run_1/zoom.png
Window x 1 to 51, y 54 to 104 um. Cells in gray, sequential cells in the stronger gray; small squares are vias.
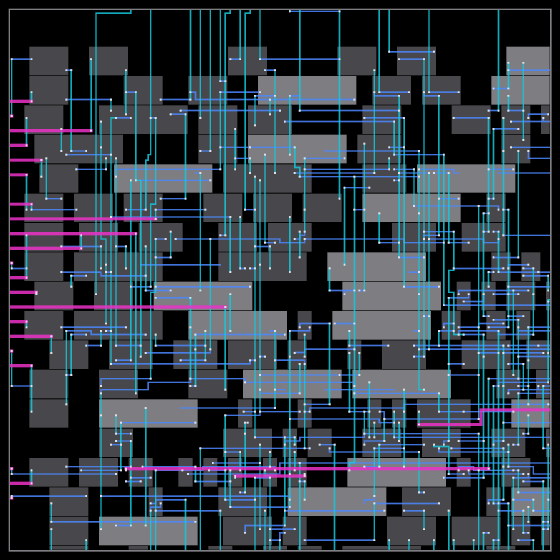
run_1/gate_families.png
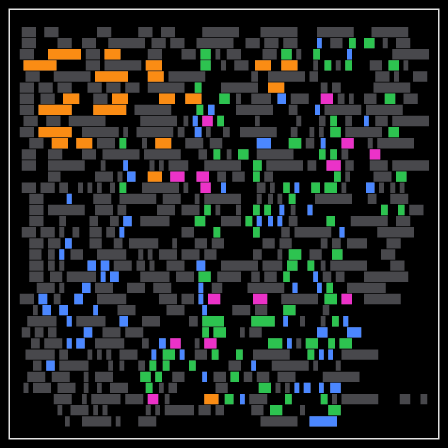
run_1/registers.png
Other sequential cells in the stronger gray, the rest of the logic in the fainter gray.
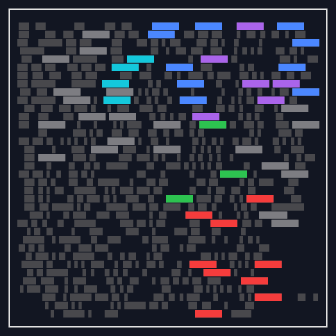
==> src/rtl/hub75_scan_engine.sv <==
// HUB75 scan engine: shifts one bit plane of a row pair out of a double-buffered frame RAM,
// latches it, then lights it for a brightness-scaled binary-weighted on-time.
module hub75_scan_engine #(
    parameter int COLS             = 64,
    parameter int ROW_ADDR_BITS    = 4,
    parameter int BITS_PER_CHANNEL = 4,
    parameter int CLK_DIV          = 2,
    parameter int BASE_ON          = 32,
    parameter int BLANK_CYCLES     = 2
) (
    input  logic                                        clk,
    input  logic                                        n_reset,
    input  logic                                        enable,
    input  logic [7:0]                                  brightness,
    input  logic                                        swap_req,
    output logic                                        swap_ack,
    output logic                                        rd_buf,
    output logic [ROW_ADDR_BITS+$clog2(COLS)-1:0]       rd_addr,
    input  logic [3*BITS_PER_CHANNEL-1:0]               rd_data_top,
    input  logic [3*BITS_PER_CHANNEL-1:0]               rd_data_bottom,
    output logic [1:0]                                  hub75_red,
    output logic [1:0]                                  hub75_green,
    output logic [1:0]                                  hub75_blue,
    output logic [ROW_ADDR_BITS-1:0]                    hub75_addr,
    output logic                                        hub75_clk,
    output logic                                        hub75_latch,
    output logic                                        hub75_oe,
    output logic                                        frame_start
);

    localparam int COL_BITS   = $clog2(COLS);
    localparam int BPC        = BITS_PER_CHANNEL;
    localparam int PLANE_BITS = (BPC > 1) ? $clog2(BPC) : 1;
    localparam int PHASE_BITS = $clog2(2 * CLK_DIV);
    localparam int MAX_ON     = BASE_ON << (BPC - 1);
    localparam int CNT_MAX    = (MAX_ON > BLANK_CYCLES) ? MAX_ON : BLANK_CYCLES;
    localparam int CNT_BITS   = $clog2(CNT_MAX + 1);
    localparam int PROD_BITS  = 48;

    localparam logic [PHASE_BITS-1:0]    PH_CLK_HI  = PHASE_BITS'(CLK_DIV - 1);
    localparam logic [PHASE_BITS-1:0]    PH_FETCH   = PHASE_BITS'(2 * CLK_DIV - 2);
    localparam logic [PHASE_BITS-1:0]    PH_LAST    = PHASE_BITS'(2 * CLK_DIV - 1);
    localparam logic [COL_BITS-1:0]      COL_LAST   = COL_BITS'(COLS - 1);
    localparam logic [ROW_ADDR_BITS-1:0] ROW_LAST   = '1;
    localparam logic [PLANE_BITS-1:0]    PLANE_LAST = PLANE_BITS'(BPC - 1);
    localparam logic [CNT_BITS-1:0]      BLANK_LOAD = CNT_BITS'(BLANK_CYCLES - 1);

    typedef enum logic [2:0] {
        IDLE,
        SHIFT,
        BLANK_PRE,
        LATCH,
        DISPLAY,
        BLANK_POST
    } state_t;

    state_t                   state;
    logic [PLANE_BITS-1:0]    plane;
    logic [ROW_ADDR_BITS-1:0] row;
    logic [COL_BITS-1:0]      col;
    logic [PHASE_BITS-1:0]    phase;
    logic [CNT_BITS-1:0]      cnt;
    logic                     primed;

    logic [BPC-1:0]           top_r, top_g, top_b;
    logic [BPC-1:0]           bot_r, bot_g, bot_b;
    logic [1:0]               red_bits, green_bits, blue_bits;
    logic [PROD_BITS-1:0]     on_product;
    logic [CNT_BITS-1:0]      on_cycles;

    // NOTE: every combinational output gets a value on every path, so no latch can be inferred.
    always_comb begin
        top_r      = rd_data_top[3*BPC-1 -: BPC];
        top_g      = rd_data_top[2*BPC-1 -: BPC];
        top_b      = rd_data_top[BPC-1:0];
        bot_r      = rd_data_bottom[3*BPC-1 -: BPC];
        bot_g      = rd_data_bottom[2*BPC-1 -: BPC];
        bot_b      = rd_data_bottom[BPC-1:0];
        red_bits   = {bot_r[plane], top_r[plane]};
        green_bits = {bot_g[plane], top_g[plane]};
        blue_bits  = {bot_b[plane], top_b[plane]};
    end

    // Full-width product before the shift so low brightness does not lose the plane weight.
    always_comb begin
        on_product = (PROD_BITS'(BASE_ON) << plane) * (PROD_BITS'(brightness) + PROD_BITS'(1));
        on_cycles  = CNT_BITS'(on_product >> 8);
    end

    // NOTE: sequential state uses non-blocking assignments so every register samples pre-edge values.
    always_ff @(posedge clk or negedge n_reset) begin
        if (!n_reset) begin
            state       <= IDLE;
            plane       <= '0;
            row         <= '0;
            col         <= '0;
            phase       <= '0;
            cnt         <= '0;
            primed      <= 1'b0;
            rd_addr     <= '0;
            rd_buf      <= 1'b0;
            swap_ack    <= 1'b0;
            frame_start <= 1'b0;
            hub75_red   <= '0;
            hub75_green <= '0;
            hub75_blue  <= '0;
            hub75_addr  <= '0;
            hub75_clk   <= 1'b0;
            hub75_latch <= 1'b0;
            hub75_oe    <= 1'b1;
        end else begin
            swap_ack    <= 1'b0;
            frame_start <= 1'b0;
            case (state)
                IDLE: begin
                    hub75_oe  <= 1'b1;
                    hub75_clk <= 1'b0;
                    if (enable) begin
                        state       <= SHIFT;
                        plane       <= '0;
                        row         <= '0;
                        col         <= '0;
                        primed      <= 1'b0;
                        rd_addr     <= '0;
                        frame_start <= 1'b1;
                    end
                end

                SHIFT: begin
                    // First cycle only waits for the read data of column 0.
                    if (!primed) begin
                        primed      <= 1'b1;
                        phase       <= '0;
                        hub75_clk   <= 1'b0;
                        hub75_red   <= red_bits;
                        hub75_green <= green_bits;
                        hub75_blue  <= blue_bits;
                    end else begin
                        phase <= phase + 1'b1;
                        if (phase == PH_CLK_HI) begin
                            hub75_clk <= 1'b1;
                        end
                        if (phase == PH_FETCH && col != COL_LAST) begin
                            rd_addr <= {row, col + 1'b1};
                        end
                        if (phase == PH_LAST) begin
                            hub75_clk <= 1'b0;
                            phase     <= '0;
                            if (col == COL_LAST) begin
                                state <= BLANK_PRE;
                                cnt   <= BLANK_LOAD;
                                if (plane == '0) begin
                                    hub75_addr <= row;
                                end
                            end else begin
                                col         <= col + 1'b1;
                                hub75_red   <= red_bits;
                                hub75_green <= green_bits;
                                hub75_blue  <= blue_bits;
                            end
                        end
                    end
                end

                BLANK_PRE: begin
                    if (cnt == '0) begin
                        state       <= LATCH;
                        hub75_latch <= 1'b1;
                    end else begin
                        cnt <= cnt - 1'b1;
                    end
                end

                LATCH: begin
                    hub75_latch <= 1'b0;
                    state       <= DISPLAY;
                    if (on_cycles == '0) begin
                        cnt <= '0;
                    end else begin
                        hub75_oe <= 1'b0;
                        cnt      <= on_cycles - 1'b1;
                    end
                end

                DISPLAY: begin
                    if (cnt == '0) begin
                        hub75_oe <= 1'b1;
                        state    <= BLANK_POST;
                        cnt      <= BLANK_LOAD;
                    end else begin
                        cnt <= cnt - 1'b1;
                    end
                end

                BLANK_POST: begin
                    if (cnt != '0) begin
                        cnt <= cnt - 1'b1;
                    end else begin
                        col    <= '0;
                        primed <= 1'b0;
                        if (plane != PLANE_LAST) begin
                            plane   <= plane + 1'b1;
                            state   <= SHIFT;
                            rd_addr <= {row, {COL_BITS{1'b0}}};
                        end else begin
                            plane <= '0;
                            row   <= row + 1'b1;
                            if (row != ROW_LAST) begin
                                state   <= SHIFT;
                                rd_addr <= {row + 1'b1, {COL_BITS{1'b0}}};
                            end else begin
                                // Frame end: flip first so the next frame reads the new buffer.
                                if (swap_req) begin
                                    rd_buf   <= ~rd_buf;
                                    swap_ack <= 1'b1;
                                end
                                rd_addr <= '0;
                                if (enable) begin
                                    state       <= SHIFT;
                                    frame_start <= 1'b1;
                                end else begin
                                    state <= IDLE;
                                end
                            end
                        end
                    end
                end

                default: begin
                    state <= IDLE;
                end
            endcase
        end
    end

endmodule

==> config.mk <==
export PLATFORM = sky130hd
export DESIGN_NAME = hub75_scan_engine
export DESIGN_NICKNAME = d
export VERILOG_FILES = /design/src/rtl/hub75_scan_engine.sv
export SDC_FILE = /design/constraint.sdc
export NUM_CORES = 1
export LEC_CHECK = 0
export CELL_PAD_IN_SITES_DETAIL_PLACEMENT = 1
export CELL_PAD_IN_SITES_GLOBAL_PLACEMENT = 1
export CORE_MARGIN = 2
export CORE_UTILIZATION = 43
export CTS_BUF_LIST = sky130_fd_sc_hd__clkbuf_4 sky130_fd_sc_hd__clkbuf_8 sky130_fd_sc_hd__clkbuf_16
export CTS_CLUSTER_DIAMETER = 200
export DETAILED_ROUTE_END_ITERATION = 16
export PLACE_DENSITY_LB_ADDON = 0.2
export SYNTH_ARGS = -nofsm -noshare
export SYNTH_HDL_FRONTEND = slang
export SYNTH_SLANG_ARGS = --single-unit
export TNS_END_PERCENT = 30
==> constraint.sdc <==
create_clock -name clk -period 6.74 [get_ports clk]
set_input_delay 0.674 -clock clk [delete_from_list [all_inputs] [get_ports clk]]
set_output_delay 0.674 -clock clk [all_outputs]
set_load 0.02 [all_outputs]
==> deck_impl_summary.md, run 1 <==
Flow Results at a Glance

Run status
  – Status: finished, final reports clean

Final layout
  – Inverters: 36
  – Logic share of the area: 54.6%
  – Max reg flops: 10
  – Fillers: 1172
  – Final net count: 615

Final timing
  – Pins over their slew limit: 0
  – Final period util: 81.7%

Setup path
  – Critical Path Start: brightness[0]
  – Crit path max fanout: 8
  – Critical path cell sequence: clkdlybuf4s50_1 > ha_1 > nand2_1 > nor2_1 > and3_1 > nand2_1 > fa_1 > fa_1 > inv_1 > fa_1 > ha_1 > ha_1 > and3b_1 > a211o_1 > a311oi_2 > nand4_2 > o21ai_4 > o221ai_1
  – CP Depth: 18

Power
  – Combinational power: 0.350 mW
  – Sequential share of power: 42.0%

Synth
  – Yosys chip area: 0.00436 mm2
  – Yosys top cell by instances: dfrtp_1
  – Proportion of synthesized area in mux cells: 6.92%

CTS
  – TritonCTS clock tree: built

Global routing
  – Initial antenna violation count: 1
  – Global-route wire length before repair: 18500 um
  – GR Util All Layers: 20.3%
  – GR Util met3: 3.18%

Floorplanning
  – Die W: 105 um

Drt
  – Highest routed metal layer: met4
## Picture notes: zoom.png
| color | layer |
|---|---|
| magenta | met3 |
| blue | met1 |
| cyan | met2 |
cells with their middle in the window: 121
netlist names of flops here include: hub75_addr (4), hub75_blue (2), hub75_green (2)
sequential cells in the window: 17
most frequent: clkdlybuf4s50_1 (38), dfrtp_1 (17), nand2_1 (13)

## Picture notes: gate_families.png
| color | family | cells |
|---|---|---|
| blue | NOR gates | 67 |
| orange | multiplexers | 21 |
| magenta | AND-OR and OR-AND gates | 14 |
| green | inverting AOI/OAI gates | 77 |

## Picture notes: registers.png
| color | name in the netlist | flops |
|---|---|---|
| purple | col | 6 |
| cyan | hub75_addr | 4 |
| red | cnt | 9 |
| blue | rd_addr | 10 |
| green | state | 3 |
Register Area: 0.00133 mm2
fraction of area in registers: 25.6%
final core utilization: 52.9%

==> run 2, diff against run 1 <==
==> constraint.sdc (replaced) <==
create_clock -name clk -period 5.3 [get_ports clk]
set_input_delay 0.53 -clock clk [delete_from_list [all_inputs] [get_ports clk]]
set_output_delay 0.53 -clock clk [all_outputs]
set_load 0.02 [all_outputs]
run_2/pdn.png
Pins as bars on the die edge.
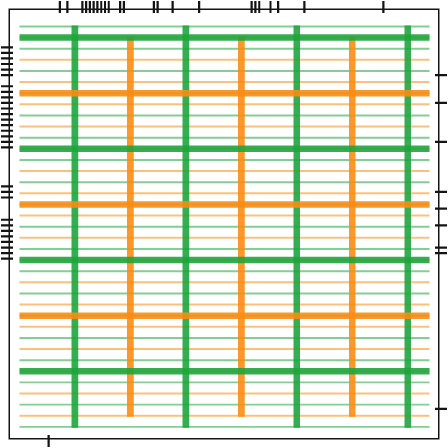
| color | net |
|---|---|
| orange | VDD |
| green | VSS |
met1 rails: 37
signal pins: 62
met5 straps: 7

run_2/zoom.png
Window x 1 to 51, y 54 to 104 um. Cells in gray, sequential cells in the stronger gray; small squares are vias.
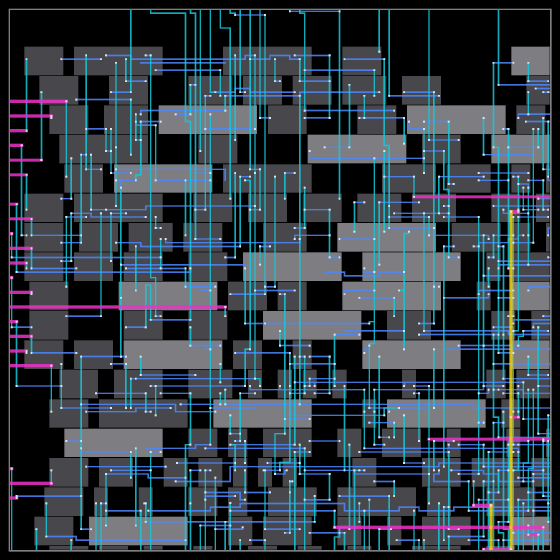
| color | layer |
|---|---|
| blue | met1 |
| yellow | met4 |
| magenta | met3 |
| cyan | met2 |
sequential cells in the window: 17
netlist names of flops here include: hub75_addr (4), hub75_blue (2), hub75_green (2)
most frequent: clkdlybuf4s50_1 (37), dfrtp_1 (17)
cells with their middle in the window: 125

run_2/registers.png
Other sequential cells in the stronger gray, the rest of the logic in the fainter gray.
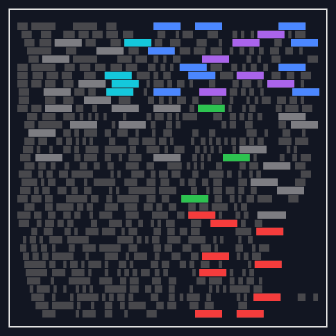
| color | name in the netlist | flops |
|---|---|---|
| green | state | 3 |
| purple | col | 6 |
| cyan | hub75_addr | 4 |
| red | cnt | 9 |
| blue | rd_addr | 10 |
not colored: 21

==> run 2 against run 1 <==
Combinational power grew 33%; sequential power grew 27%; sequential share of layout area shrank 1.3 points; highest routed layer unchanged; critical endpoint is now cnt[2]; final area grew 5.5%; critical path type unchanged.
==> deck_impl_summary.md, run 2 <==
Flow Results at a Glance

Synth
  – FFs w/ async S/R, synth: 100%
  – Proportion of synthesized area in mux cells: 6.92% (unchanged)
  – Fa+ha+maj area frac: 18.2%
  – Yosys top cell by instances: dfrtp_1
  – Yosys chip area: 0.00436 mm2 (unchanged)
  – Ys flops: 53
  – Main logic family after synthesis: simple AND/OR/NAND/NOR gates

Final layout
  – Max reg flops: 10 (unchanged)
  – Fillers: 1178 (+0.51%)
  – Inverters: 36 (unchanged)
  – Logic share of the area: 52.7% (-1.9 points)
  – Final core utilization: 55.8% (+2.9 points)
  – Layout cells sized above 1: 15.0%
  – Final net count: 649 (+5.5%)
  – Fraction of cell area in non-clock buffers: 15.9%
  – Register Area: 0.00133 mm2 (unchanged)
  – Fraction of area in registers: 24.2% (-1.3 points)

Global routing
  – GR Util met3: 2.74% (-0.44 points)
  – Global-route wire length before repair: 19800 um (+7.2%)
  – Initial antenna violation count: 0 (-1)
  – Top Usage Layer GRT: met2
  – GR Util All Layers: 21.7% (+1.4 points)

Final timing
  – Pins over their slew limit: 0 (unchanged)
  – Rel. slew slack: 50.9%
  – RSZ-0062 raised after global routing: true
  – Final period util: 96.4%
  – Final setup viols: 0

CTS
  – H-tree levels: 2
  – Number of CTS-inserted buffers: 5
  – TritonCTS clock tree: built

Drt
  – Routed WL: 11400 um
  – Highest routed metal layer: met4
  – Routed Antenna Nets: 0

Setup path
  – Critical Path Start: brightness[4]
  – Crit path max fanout: 8 (unchanged)
  – CP most frequent cell: fa_1
  – R2r startpoint: plane[0]
  – Critical path cell sequence: clkdlybuf4s50_1 > nand3_1 > nor2_2 > nand3_1 > xor2_1 > nand2b_1 > fa_1 > fa_1 > inv_1 > fa_1 > ha_1 > ha_4 > and3b_1 > a211o_1 > a311oi_2 > nand4_2 > o21ai_4 > o221ai_1
  – CP Depth: 18 (unchanged)

Floorplanning
  – Core Rows: 36
  – Tap Cells: 133
  – Die area: 0.0110 mm2
  – Num ports: 62
  – Die W: 105 um (unchanged)
  – Die Y: 105 um

Power
  – Sequential share of power: 42.8% (+0.8 points)
  – Combinational power: 0.465 mW (+33%)
  – Logic gate share of total power: 37.6%

Run status
  – Status: finished, final reports clean

Run
  – OpenROAD warnings: 32
No activity file was given, so power comes from the tool's default toggle rates.
